<file path="src/rtl/display_bcd7seg.sv">
// Display stage for the divisor: captures the quotient on a rising done, converts it to
// 3-digit BCD with a sequential double-dabble and scans a 3-digit common-anode display.
module display_bcd7seg #(
    parameter int REFRESH_CNT = 50000
) (
    input  logic        clk,
    input  logic        reset,
    input  logic        done,
    input  logic [7:0]  resultado,
    output logic        busy,
    output logic [11:0] bcd,
    output logic        bcd_valid,
    output logic [6:0]  seg,
    output logic [2:0]  an
);

    localparam int CW = $clog2(REFRESH_CNT);

    typedef enum logic {IDLE, CONV} state_t;

    state_t          state, state_n;
    logic            done_q;
    logic            start;
    logic [19:0]     sh, sh_n;
    logic [11:0]     adj;
    logic [2:0]      bitcnt;
    logic [CW-1:0]   rcnt;
    logic            wrap;
    logic [1:0]      idx, idx_n;
    logic [3:0]      digit;
    logic            blank;
    logic [2:0]      an_n;

    function automatic logic [3:0] add3(input logic [3:0] d);
        return (d >= 4'd5) ? d + 4'd3 : d;
    endfunction

    function automatic logic [6:0] seg_decode(input logic [3:0] d);
        case (d)
            4'd0:    return 7'b1000000;
            4'd1:    return 7'b1111001;
            4'd2:    return 7'b0100100;
            4'd3:    return 7'b0110000;
            4'd4:    return 7'b0011001;
            4'd5:    return 7'b0010010;
            4'd6:    return 7'b0000010;
            4'd7:    return 7'b1111000;
            4'd8:    return 7'b0000000;
            4'd9:    return 7'b0010000;
            default: return 7'b1111111;
        endcase
    endfunction

    assign start = done & ~done_q;
    assign busy  = (state == CONV);

    always_comb begin
        state_n = state;
        case (state)
            IDLE:    if (start) state_n = CONV;
            CONV:    if (bitcnt == 3'd7) state_n = IDLE;
            default: state_n = IDLE;
        endcase
    end

    // Double-dabble step: adjust every BCD nibble, then shift the whole register left.
    always_comb begin
        adj  = {add3(sh[19:16]), add3(sh[15:12]), add3(sh[11:8])};
        sh_n = {adj[10:0], sh[7:0], 1'b0};
    end

    always_ff @(posedge clk) begin
        if (reset) begin
            done_q    <= 1'b0;
            state     <= IDLE;
            bitcnt    <= 3'd0;
            bcd       <= 12'd0;
            bcd_valid <= 1'b0;
        end else begin
            done_q    <= done;
            state     <= state_n;
            bcd_valid <= 1'b0;
            if (state == IDLE) begin
                if (start) begin
                    sh     <= {12'd0, resultado};
                    bitcnt <= 3'd0;
                end
            end else begin
                sh     <= sh_n;
                bitcnt <= bitcnt + 3'd1;
                if (bitcnt == 3'd7) begin
                    bcd       <= sh_n[19:8];
                    bcd_valid <= 1'b1;
                end
            end
        end
    end

    // Scan selection is computed for the upcoming digit so seg/an move with idx.
    always_comb begin
        wrap  = (rcnt == CW'(REFRESH_CNT - 1));
        idx_n = idx;
        if (wrap) idx_n = (idx == 2'd2) ? 2'd0 : idx + 2'd1;
        digit = bcd[3:0];
        an_n  = 3'b110;
        blank = 1'b0;
        case (idx_n)
            2'd1: begin
                digit = bcd[7:4];
                an_n  = 3'b101;
                blank = (bcd[11:8] == 4'd0) && (bcd[7:4] == 4'd0);
            end
            2'd2: begin
                digit = bcd[11:8];
                an_n  = 3'b011;
                blank = (bcd[11:8] == 4'd0);
            end
            default: ;
        endcase
    end

    always_ff @(posedge clk) begin
        if (reset) begin
            rcnt <= '0;
            idx  <= 2'd0;
            an   <= 3'b110;
            seg  <= 7'b1000000;
        end else begin
            rcnt <= wrap ? '0 : rcnt + CW'(1);
            idx  <= idx_n;
            an   <= blank ? 3'b111 : an_n;
            seg  <= blank ? 7'b1111111 : seg_decode(digit);
        end
    end

endmodule
</file>
<file path="config.mk">
export PLATFORM = sky130hd
export DESIGN_NAME = display_bcd7seg
export DESIGN_NICKNAME = d
export VERILOG_FILES = /design/src/rtl/display_bcd7seg.sv
export SDC_FILE = /design/constraint.sdc
export NUM_CORES = 1
export LEC_CHECK = 0
export ABC_AREA = 0
export CORE_ASPECT_RATIO = 0.9
export CORE_MARGIN = 8
export CORE_UTILIZATION = 55
export CTS_BUF_LIST = sky130_fd_sc_hd__clkbuf_4 sky130_fd_sc_hd__clkbuf_8 sky130_fd_sc_hd__clkbuf_16
export CTS_CLUSTER_SIZE = 25
export DETAILED_ROUTE_END_ITERATION = 8
export PLACE_DENSITY = 0.84
export SYNTH_ARGS = -nofsm -noshare
export SYNTH_HDL_FRONTEND = slang
export SYNTH_SLANG_ARGS = --single-unit
</file>
<file path="constraint.sdc">
create_clock -name clk -period 4.08 [get_ports clk]
set_clock_uncertainty 0.1 [all_clocks]
set_input_delay 0.408 -clock clk [delete_from_list [all_inputs] [get_ports clk]]
set_output_delay 0.408 -clock clk [all_outputs]
set_load 0.1 [all_outputs]
</file>
==> job_summary.md <==
## Synthesis and layout report

| Metric | Value |
|---|---|
| Logic pwr share | `approximately 6.6%` |
| Net Sw Frac | `between 20% and 30%` |
| Final routed DRC violation total | `0` |
| CTS tree | `done` |
| Yosys chip area | `~3100 sq um` |
| Top_reg_cell synth | `dfxtp_1` |
| Basic Gates by Area | `between 20% and 30%` |
| Seq share, synth | `49.86%` |
| Number of setup buffers added after CTS | `0` |
| Resize count post-CTS | `0` |
| Log Warnings | `34` |
| Highest Clock Rate | `approximately 0.29 GHz` |
| Sequential Power Share | `between 50% and 60%` |
| Worst-margin pin slew | `0.9962 ns` |
| P&R area growth vs syn | `20.30%` |
| Hold Path Cell Cnt | `1` |
| Crit start category | `flop` |
| Hold Crit Endpoint | `rcnt[0]$_SDFF_PP0_` |
| Status | `finished clean` |
| Clk cell area share | `6.033%` |
| Worst hold path class | `flop to flop` |
| Asr flop ratio synth | `0%` |
| Crit path largest cell delay | `0.48 ns` |
| AO/OA Area Share | `roughly 9%` |
| Worst Hold Launch | `rcnt[0]$_SDFF_PP0_` |
## cell usage after synthesis (2+ instances only)
| library cell | instances | area, sq um |
|---|---|---|
| nor3b_1 | 5 | 37.54 |
| and2_1 | 8 | 50.05 |
| ha_1 | 16 | 200.2 |
| clkbuf_1 | 4 | 15.01 |
| mux2_2 | 7 | 78.83 |
| dfxtp_1 | 46 | 920.9 |
| nor2b_1 | 10 | 62.56 |
| edfxtp_1 | 20 | 600.6 |
| or2_2 | 2 | 12.51 |
| a211o_1 | 2 | 17.52 |
| mux2i_1 | 7 | 70.07 |
| nand2b_1 | 4 | 25.02 |
| buf_2 | 3 | 15.01 |
| o21ai_0 | 7 | 35.03 |
| xnor2_1 | 10 | 87.58 |
| nand3_1 | 5 | 25.02 |
| a22oi_1 | 2 | 15.01 |
| a221o_1 | 2 | 20.02 |
| o21ai_2 | 3 | 26.28 |
| mux2i_2 | 2 | 27.53 |
| buf_6 | 2 | 22.52 |
| xor2_1 | 7 | 61.31 |
| nor4_1 | 3 | 18.77 |
| nand4_1 | 4 | 25.02 |
| a21oi_1 | 20 | 100.1 |
| nand2_1 | 30 | 112.6 |
| inv_1 | 13 | 48.80 |
| nor2_1 | 39 | 146.4 |
| nor3_1 | 2 | 10.01 |
| a211oi_1 | 5 | 37.54 |
| nand3_2 | 2 | 20.02 |
## stage by stage
step	cell area [sq um]	utilization, %
finish	3671	69.04
global route	3671	69.04
CTS	3671	69.04
detailed placement	3450	64.87
global placement	3450	64.87
floorplan	3052	-
## registers in the layout, summed over array words and instances (netlist names)
| name | cells |
|---|---|
| an | 3 |
| bcd | 12 |
| bcd_valid | 1 |
| bitcnt | 3 |
| busy | 1 |
| done_q | 1 |
| idx | 2 |
| rcnt | 16 |
| seg | 7 |
| sh | 20 |
## power groups by stage
stage               Combinational, mW  Clock (mW)  Sequential [mW]
global route                    0.102       0.624            0.709
CTS                            0.0921       0.591            0.708
global placement               0.0885           0            0.721
finish                         0.0913       0.578            0.708
floorplan                      0.0602           0            0.725
detailed placement             0.0915           0            0.722
## per-layer routing
metal,global-route usage [%],wire length (um),share of wire (%),vias to the layer above
li1,-,-,-,1120
met1,17.89,2605,45,1042
met2,23.48,2679,47,55
met3,6.822,373,6.5,8
met4,6.091,96,1.7,0
met5,0,0,0,-
## worst max path at each step
| stage | from | to | slack (ns) | cells after the start |
|---|---|---|---|---|
| detailed placement | rcnt[0]$_SDFF_PP0_ | seg[6]$_SDFF_PP1_ | 0.62 | 14 |
| global placement | rcnt[0]$_SDFF_PP0_ | seg[6]$_SDFF_PP1_ | 0.81 | 14 |
| CTS | rcnt[0]$_SDFF_PP0_ | seg[6]$_SDFF_PP1_ | 0.60 | 14 |
| floorplan | rcnt[0]$_SDFF_PP0_ | seg[6]$_SDFF_PP1_ | 0.99 | 14 |
| finish | rcnt[0]$_SDFF_PP0_ | seg[6]$_SDFF_PP1_ | 0.60 | 14 |
| global route | rcnt[0]$_SDFF_PP0_ | seg[6]$_SDFF_PP1_ | 0.32 | 14 |
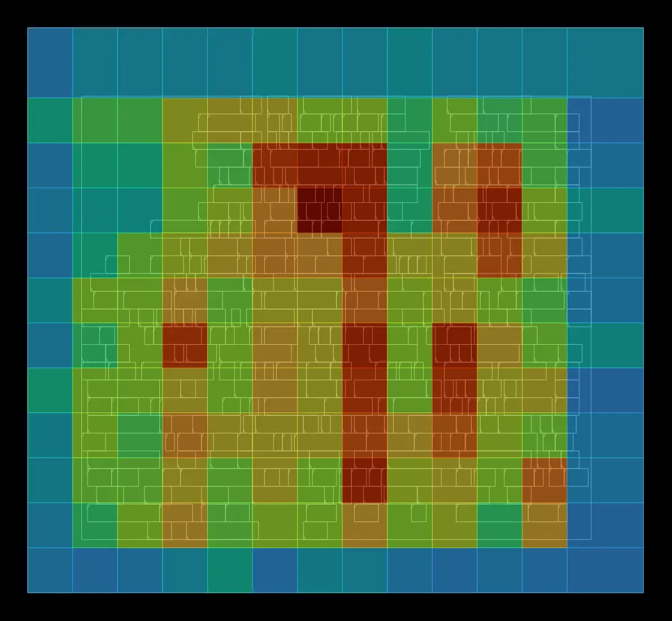
(images/congestion.png)
all-layer global routing usage: 15.20%
GRT met3 Usage: 6.822%
wire per inst: 13.87 um
Most Crowded Layer GR: met2
GR Layer Usage met2: 23.48%

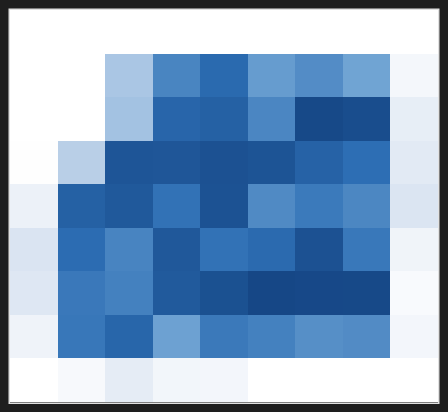
(images/cell_density.png)
The die is cut into 9 by 9 equal tiles; white is low, dark blue is high, 0 to 100% covered.
30% of the tiles are over 75% full. The emptiest ninth of the die: north-west. The mean over all tiles is 44%. The fullest tile reaches 91%.
CORE AREA: 5318 sq um
final design utilization: 69.04%
Core Util at FP: 57.39%

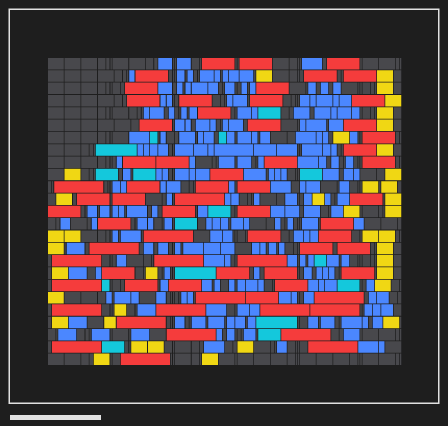
(images/placement_by_type.png)
Scale bar: 20 um. Fill, decap, tap and diode cells in grey.
Key: remaining buffers and delay cells = yellow [cells 38]; combinational and other logic = blue [cells 228]; clock drivers and dummy loads = cyan [cells 16]; sequential cells = red [cells 66]
Core Rows: 25
flop share of the area: 41.45%
Final Cell Area: 3671 sq um

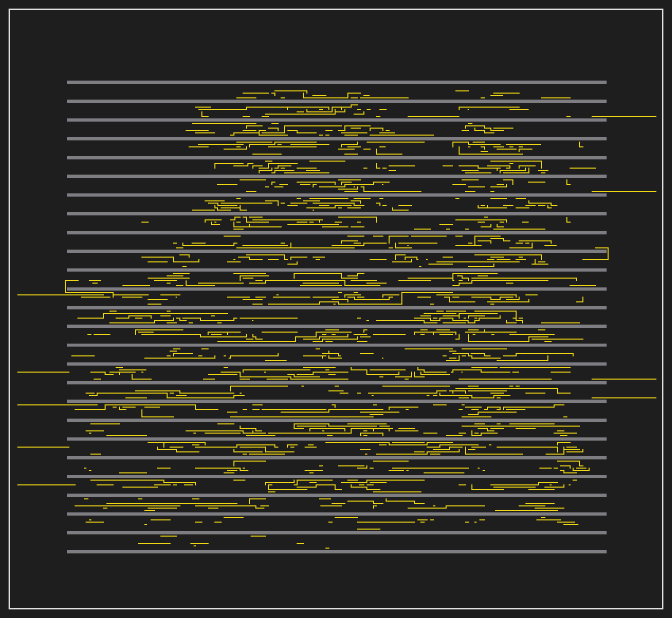
(images/layer_met1.png)
Supply wires on this layer in grey.
The layer carries 2610 um of wire. The layer holds 45% of the routed length.
routed via count: 2225
Routed WL: 5755 um
GR Util met1: 17.89%

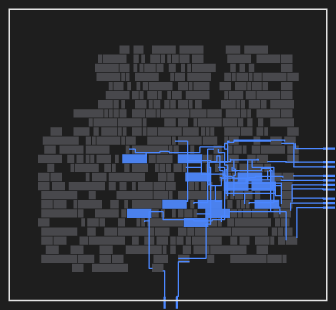
(images/io_fan.png)
Key: bcd = blue [bits 12, direction output, edge 10 east, 2 south, end cells 12, buffers 12, wire 689 um]
num ports: 35
# port buffers: 34

Power and IR drop assume default switching activity.
